`src/rtl/vga_arb_pkg.sv`:
```
// rtl/vga_arb_pkg.sv - shared owner encoding and parameter defaults for the VGA/GPU memory arbiter
package vga_arb_pkg;

    typedef enum logic {
        OWNER_VGA = 1'b0,
        OWNER_GPU = 1'b1
    } owner_e;

    localparam int unsigned DEF_MAX_OUTSTANDING = 8;
    localparam int unsigned DEF_STARVE_LIMIT    = 16;

endpackage

```
`src/rtl/vga_arb_tag_fifo.sv`:
```
// rtl/vga_arb_tag_fifo.sv - in-order 1-bit owner tag FIFO tracking reads in flight
module vga_arb_tag_fifo #(
    parameter int unsigned DEPTH = 8,
    localparam int unsigned AW = $clog2(DEPTH)
) (
    input  logic          clk,
    input  logic          rst_n,
    input  logic          push,
    input  logic          push_data,
    input  logic          pop,
    output logic          pop_data,
    output logic [AW:0]   count,
    output logic          full,
    output logic          empty
);

    localparam logic [AW:0]   DEPTH_C = (AW + 1)'(DEPTH);
    localparam logic [AW:0]   CNT_ONE = (AW + 1)'(1);
    localparam logic [AW-1:0] PTR_ONE = AW'(1);

    logic [DEPTH-1:0] mem_q, mem_d;
    logic [AW-1:0]    wr_ptr_q, wr_ptr_d;
    logic [AW-1:0]    rd_ptr_q, rd_ptr_d;
    logic [AW:0]      count_q, count_d;
    logic             do_push, do_pop;

    assign full     = (count_q == DEPTH_C);
    assign empty    = (count_q == '0);
    assign count    = count_q;
    assign pop_data = mem_q[rd_ptr_q];

    // A pop frees the head slot this cycle, so a push into a full FIFO is allowed alongside it.
    assign do_pop  = pop & ~empty;
    assign do_push = push & (~full | do_pop);

    always_comb begin
        mem_d    = mem_q;
        wr_ptr_d = wr_ptr_q;
        rd_ptr_d = rd_ptr_q;
        count_d  = count_q;
        if (do_push) begin
            mem_d[wr_ptr_q] = push_data;
            wr_ptr_d        = wr_ptr_q + PTR_ONE;
        end
        if (do_pop) begin
            rd_ptr_d = rd_ptr_q + PTR_ONE;
        end
        case ({do_push, do_pop})
            2'b10:   count_d = count_q + CNT_ONE;
            2'b01:   count_d = count_q - CNT_ONE;
            default: count_d = count_q;
        endcase
    end

    always_ff @(posedge clk or negedge rst_n) begin
        if (!rst_n) begin
            mem_q    <= '0;
            wr_ptr_q <= '0;
            rd_ptr_q <= '0;
            count_q  <= '0;
        end else begin
            mem_q    <= mem_d;
            wr_ptr_q <= wr_ptr_d;
            rd_ptr_q <= rd_ptr_d;
            count_q  <= count_d;
        end
    end

endmodule

```
`src/rtl/vga_mem_arbiter.sv`:
```
// rtl/vga_mem_arbiter.sv - zero-latency VGA/GPU arbiter onto one pipelined memory port
// Optional starvation guard: define VGA_ARB_STARVE_GUARD_EN.
module vga_mem_arbiter
    import vga_arb_pkg::*;
#(
    parameter int unsigned MAX_OUTSTANDING = DEF_MAX_OUTSTANDING,
    parameter int unsigned STARVE_LIMIT    = DEF_STARVE_LIMIT
) (
    input  logic        clk,
    input  logic        rst_n,

    input  logic [31:0] vga_address,
    input  logic        vga_read,
    output logic [31:0] vga_read_data,
    output logic        vga_wait_request,
    output logic        vga_read_data_valid,

    input  logic [31:0] gpu_address,
    input  logic        gpu_read,
    input  logic        gpu_write,
    input  logic [31:0] gpu_write_data,
    input  logic [3:0]  gpu_byte_enable,
    output logic [31:0] gpu_read_data,
    output logic        gpu_wait_request,
    output logic        gpu_read_data_valid,

    output logic [31:0] master_address,
    output logic        master_read,
    output logic        master_write,
    output logic [31:0] master_write_data,
    output logic [3:0]  master_byte_enable,
    input  logic [31:0] master_read_data,
    input  logic        master_wait_request,
    input  logic        master_read_data_valid,

    output logic        err_orphan
);

    localparam int unsigned CW    = $clog2(MAX_OUTSTANDING);
    localparam logic [CW:0] MAX_C = (CW + 1)'(MAX_OUTSTANDING);

    if (MAX_OUTSTANDING < 2 || MAX_OUTSTANDING > 32 ||
        (MAX_OUTSTANDING & (MAX_OUTSTANDING - 1)) != 0) begin : g_bad_max
        $error("MAX_OUTSTANDING must be a power of two in 2..32");
    end
    if (STARVE_LIMIT < 1) begin : g_bad_starve
        $error("STARVE_LIMIT must be at least 1");
    end

    logic [CW:0] fifo_count;
    logic        fifo_full, fifo_empty, fifo_head;
    logic        read_ok, vga_req, gpu_req, force_gpu;
    logic        grant_valid;
    owner_e      grant_owner;
    logic        lock_q, lock_d;
    owner_e      lock_owner_q, lock_owner_d;
    logic        err_orphan_q, err_orphan_d;
    logic        accept_read, pop_valid;

    // Eligibility uses the registered count, so a same-cycle data return does not open a slot.
    assign read_ok = (fifo_count < MAX_C);
    assign vga_req = vga_read & read_ok;
    assign gpu_req = gpu_write | (gpu_read & read_ok);

    always_comb begin
        grant_valid = 1'b0;
        grant_owner = OWNER_VGA;
        if (lock_q) begin
            grant_valid = 1'b1;
            grant_owner = lock_owner_q;
        end else if (force_gpu && gpu_req) begin
            grant_valid = 1'b1;
            grant_owner = OWNER_GPU;
        end else if (vga_req) begin
            grant_valid = 1'b1;
            grant_owner = OWNER_VGA;
        end else if (gpu_req) begin
            grant_valid = 1'b1;
            grant_owner = OWNER_GPU;
        end
    end

    always_comb begin
        master_address     = '0;
        master_read        = 1'b0;
        master_write       = 1'b0;
        master_write_data  = '0;
        master_byte_enable = '0;
        if (rst_n && grant_valid) begin
            if (grant_owner == OWNER_VGA) begin
                master_address     = vga_address;
                master_read        = vga_read;
                master_byte_enable = 4'hF;
            end else begin
                master_address     = gpu_address;
                master_write       = gpu_write;
                master_read        = gpu_read & ~gpu_write;
                master_write_data  = gpu_write_data;
                master_byte_enable = gpu_byte_enable;
            end
        end
    end

    assign vga_wait_request = ~(rst_n && grant_valid && grant_owner == OWNER_VGA) | master_wait_request;
    assign gpu_wait_request = ~(rst_n && grant_valid && grant_owner == OWNER_GPU) | master_wait_request;

    assign accept_read = master_read & ~master_wait_request;
    assign pop_valid   = rst_n & master_read_data_valid & ~fifo_empty;

    assign vga_read_data       = master_read_data;
    assign gpu_read_data       = master_read_data;
    assign vga_read_data_valid = pop_valid & (fifo_head == OWNER_VGA);
    assign gpu_read_data_valid = pop_valid & (fifo_head == OWNER_GPU);
    assign err_orphan          = err_orphan_q;

    always_comb begin
        lock_d       = (master_read | master_write) & master_wait_request;
        lock_owner_d = grant_owner;
        err_orphan_d = err_orphan_q | (master_read_data_valid & fifo_empty);
    end

    always_ff @(posedge clk or negedge rst_n) begin
        if (!rst_n) begin
            lock_q       <= 1'b0;
            lock_owner_q <= OWNER_VGA;
            err_orphan_q <= 1'b0;
        end else begin
            lock_q       <= lock_d;
            lock_owner_q <= lock_owner_d;
            err_orphan_q <= err_orphan_d;
        end
    end

    vga_arb_tag_fifo #(
        .DEPTH (MAX_OUTSTANDING)
    ) u_tag_fifo (
        .clk       (clk),
        .rst_n     (rst_n),
        .push      (accept_read & ~fifo_full),
        .push_data (grant_owner == OWNER_GPU),
        .pop       (pop_valid),
        .pop_data  (fifo_head),
        .count     (fifo_count),
        .full      (fifo_full),
        .empty     (fifo_empty)
    );

`ifdef VGA_ARB_STARVE_GUARD_EN
    localparam int unsigned SW        = $clog2(STARVE_LIMIT + 1);
    localparam logic [SW-1:0] LIMIT_C = SW'(STARVE_LIMIT);

    logic [SW-1:0] starve_cnt_q, starve_cnt_d;
    logic          gpu_pending;

    assign gpu_pending = gpu_read | gpu_write;
    assign force_gpu   = (starve_cnt_q >= LIMIT_C);

    // Only fresh (unlocked) VGA wins count; a stalled VGA command is one grant, not many.
    always_comb begin
        starve_cnt_d = starve_cnt_q;
        if ((grant_valid && grant_owner == OWNER_GPU) || !gpu_pending) begin
            starve_cnt_d = '0;
        end else if (!lock_q && grant_valid && grant_owner == OWNER_VGA && !force_gpu) begin
            starve_cnt_d = starve_cnt_q + SW'(1);
        end
    end

    always_ff @(posedge clk or negedge rst_n) begin
        if (!rst_n) begin
            starve_cnt_q <= '0;
        end else begin
            starve_cnt_q <= starve_cnt_d;
        end
    end
`else
    assign force_gpu = 1'b0;
`endif

endmodule

```
`config.mk`:
```
export PLATFORM = sky130hd
export DESIGN_NAME = vga_mem_arbiter
export DESIGN_NICKNAME = d
export VERILOG_FILES = /design/src/rtl/vga_arb_pkg.sv /design/src/rtl/vga_arb_tag_fifo.sv /design/src/rtl/vga_mem_arbiter.sv
export SDC_FILE = /design/constraint.sdc
export NUM_CORES = 1
export LEC_CHECK = 0
export CAP_MARGIN = 0
export CORE_AREA = 2 2 108 110
export DETAILED_ROUTE_END_ITERATION = 16
export DIE_AREA = 0 0 110 112
export HOLD_SLACK_MARGIN = 0.1
export PLACE_DENSITY_LB_ADDON = 0.3
export REMOVE_ABC_BUFFERS = 1
export SLEW_MARGIN = 25
export SYNTH_ARGS = -nofsm -noshare
export SYNTH_HDL_FRONTEND = slang
export SYNTH_HIERARCHICAL = 1
export SYNTH_SLANG_ARGS = --single-unit
```
`constraint.sdc`:
```
create_clock -name clk -period 4.8 [get_ports clk]
set_clock_uncertainty 0.05 [all_clocks]
set_input_delay 0.96 -clock clk [delete_from_list [all_inputs] [get_ports clk]]
set_output_delay 0.96 -clock clk [all_outputs]
set_load 0.03 [all_outputs]
```
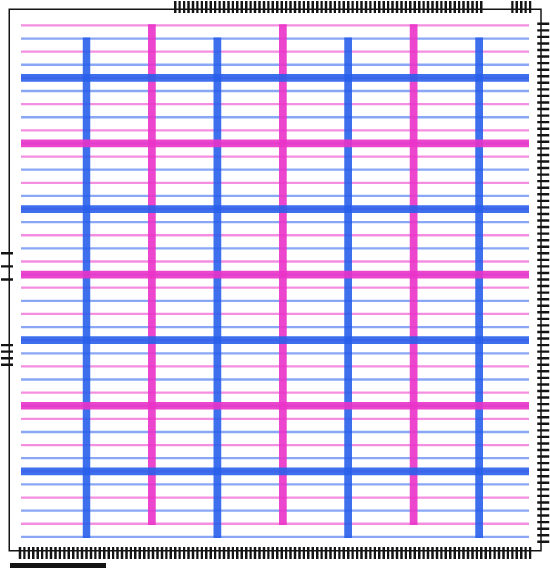
(images/floorplan.png)
Scale bar: 20 um. Pins as bars on the die edge.
- VDD: magenta
- VSS: blue
- met4 straps: 7
- signal pins: 278
- met5 straps: 7
- rows: 39

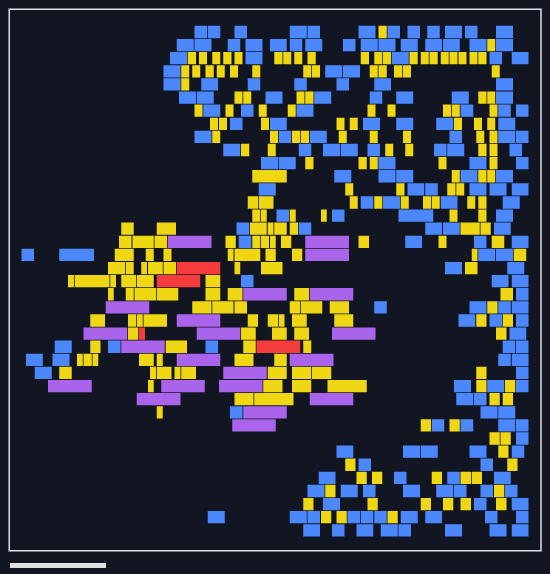
(images/class_map.png)
Scale bar: 20 um.
- clock drivers and dummy loads: red (cells 4; share of their area 2.1%)
- remaining logic cells: yellow (cells 229; share of their area 39%)
- registers: purple (cells 21; share of their area 14%)
- remaining buffers and delay cells: blue (cells 191; share of their area 45%)

==> impl_metrics.tcl <==
# place-and-route summary
set metrics [dict create \
    post_cts_buffers 0 \
    flop_cell "dfrtp_1" \
    rsz0062_at_grt "no" \
    avgSynthCellArea_um2 7.73 \
    min_path_type "flip-flop to flip-flop" \
    antenna_found_initial 0 \
    crit_arrival_ps 3300 \
    setup_viol 0 \
    run_status "finished clean" \
    htree_levels 1 \
    nFillCells 1148 \
    grt_pass1_vias 2701 \
    worstPathMaxFanout 33 \
    path_clk_slew_ps 50 \
    rows 39 \
    worstSetupPathType "input port to output port" \
    tightest_slew_ps 553 \
    lay_top_count "clkdlybuf4s50_1" \
    vias_per_cell 4.96 \
    die_h_um 112 \
    antenna_left 0 \
    cts_resized 0 \
    first_iter_violations 234 \
    max_freq_mhz 232 \
    hold_buffers 0 \
    start_kind "input port" \
    power.density_nw_per_um2 357 \
    stdcell_area_um2 4020 \
    detail_route.wl_per_cell_um 19.5 \
    routed_wl_um 11500 \
    dr.pass1.iters 4 \
    finalClockPeriodUsage_pct 89.8 \
    dp_hpwl_um 9050 \
    logic_area_um2 1470 \
    ys_async_sr_fraction_pct 100 \
    clk_path_buf_depth 2 \
    warnings 25 \
    clk_latency_ps 250 \
    cts_tree "done" \
    syn_to_final_growth_pct 52.7 \
    ios 278 \
    worstPathRequired_ps 3790 \
    edf_count 0 \
    track_usage_pct 16.8 \
    grt_max_degree 44 \
    gp_congestion 0.825 \
    yosys_warnings 6 \
    postPlaceCellArea_um2 3950 \
    hold_viol 0 \
    synth_flops 21 \
    layout.nets 591 \
    synth_area_um2 2640 \
    power.leakage_uw 0.00181 \
    fin_tns_setup_ps 0 \
    regArea_um2 526 \
    port_buffers 181 \
    final.min_clock_period_ps 4310 \
    worstSetupEndpointType "output port" \
    fp.dieW_um 110 \
    numCtsBuffers 3 \
    drc 0 \
    overflow 0 \
    num_vias 2917 \
    slew_viol_final 0 \
    ys_chip_area_um2 2640 \
    initial_core_util_pct 23.6 \
    cts_sinks 21 \
    synth_cell_types 47 \
    num_antenna_cells 0 \
    layout-drive-gt1-share_pct 21.3 \
    dieArea_um2 12300 \
    synthCells 341 \
    final_cell_mix "clkdlybuf4s50_1, buf_4, nand3_1, a21oi_1" \
    max_cap_viol_count 0 \
    synth-seq-area-share_pct 19.9 \
    grt_pass1_wl_um 15700 \
    relSlewSlack_pct 62.6 \
    cts_root_buf "clkbuf_16" \
    ys_cells 341 \
    vdd_ir_drop_max_mv 0.163 \
    coreArea_um2 11200 \
]
## flip-flops by register name, summed over array words and instances, names as in the netlist
register / cells
u_tag_fifo/wr_ptr_q: 3
lock_owner_q: 1
u_tag_fifo/mem_q: 8
err_orphan: 1
u_tag_fifo/count: 4
u_tag_fifo/rd_ptr_q: 3
lock_q: 1
## per-stage QoR
| step | cells | total power, uW | hold slack (ps) | setup slack, ps | util (%) |
|---|---|---|---|---|---|
| 4_1_cts | 588 | 1440 | 415 | 476 | 36.0 |
| 3_3_place_gp | 584 | 1250 | 398 | 467 | 35.3 |
| 2_1_floorplan | 250 | 891 | 403 | 364 | - |
| 6_report | 588 | 1440 | 408 | 488 | 36.0 |
| 3_5_place_dp | 584 | 1260 | 398 | 370 | 35.3 |
| 5_1_grt | 588 | 1540 | 449 | 376 | 36.0 |
## final cells by class
class | instances | share of cell area (%)
clock buffer | 4 | 1.96
inverter | 8 | 0.746
multi-input combinational | 221 | 36.4
sequential | 21 | 13.1
tap | 143 | 4.45
timing repair buffer | 191 | 43.3
## metal layers
| metal | share of wire, % | global-route usage (%) |
|---|---|---|
| met3 | 16 | 11.7 |
| met4 | 0.46 | 0.844 |
| met5 | 0.46 | 5.46 |
| met1 | 39 | 19.7 |
| met2 | 44 | 25.9 |
## logic make-up (layout without fill, tap and decap cells)
family	after synthesis	in the layout	share of synthesized area, %
flip-flops	21	21	19.9
XOR/XNOR	6	6	1.99
buffers and inverters	99	203	24.4
adder cells (fa/ha/maj)	6	6	3.13
AND/OR/NAND/NOR	102	102	22.3
AND-OR/OR-AND	93	93	21.5
multiplexers	14	14	6.79
## path summary, 6_finish.rpt
path	slack, ps	start	to	cells past startpoint
max	490	gpu_read	gpu_wait_request	7
max in group asynchronous	3430	rst_n	u_tag_fifo/count[3]	2
min	410	err_orphan	err_orphan	1
min in group asynchronous	1050	rst_n	u_tag_fifo/rd_ptr_q[1]	2
min reg2reg	410	err_orphan	err_orphan	1
max reg2reg	1300	u_tag_fifo/count[3]	u_tag_fifo/count[3]	10
## power breakdown
group / leakage, uW / total (uW) / internal, uW / switching, uW
clock: 0.0000382 / 174 / 113 / 61.3
sequential: 0.000263 / 337 / 249 / 88.0
combinational: 0.00150 / 925 / 406 / 519
total: 0.00181 / 1440 / 768 / 668
## critical path, stage by stage
cell	delay [ps]
clkdlybuf4s50_1	560
nand2b_2	110
a211oi_4	270
buf_4	350
nor2_4	100
or3_1	320
clkdlybuf4s50_1	610
## cell usage after synthesis, drive strengths merged (6+ instances only)
library cell	count	share of area [%]
buf	70	20
clkbuf	21	3.1
dfrtp	21	20
inv	8	1.1
nor2	6	1.1
and3	34	8.1
nand3	35	6.6
nand2	8	1.1
o21ai	37	7.2
a21oi	35	6.6
o211ai	6	2.1
mux2	11	4.7
Power figures rest on the tool's default switching activity, not on a simulated workload.
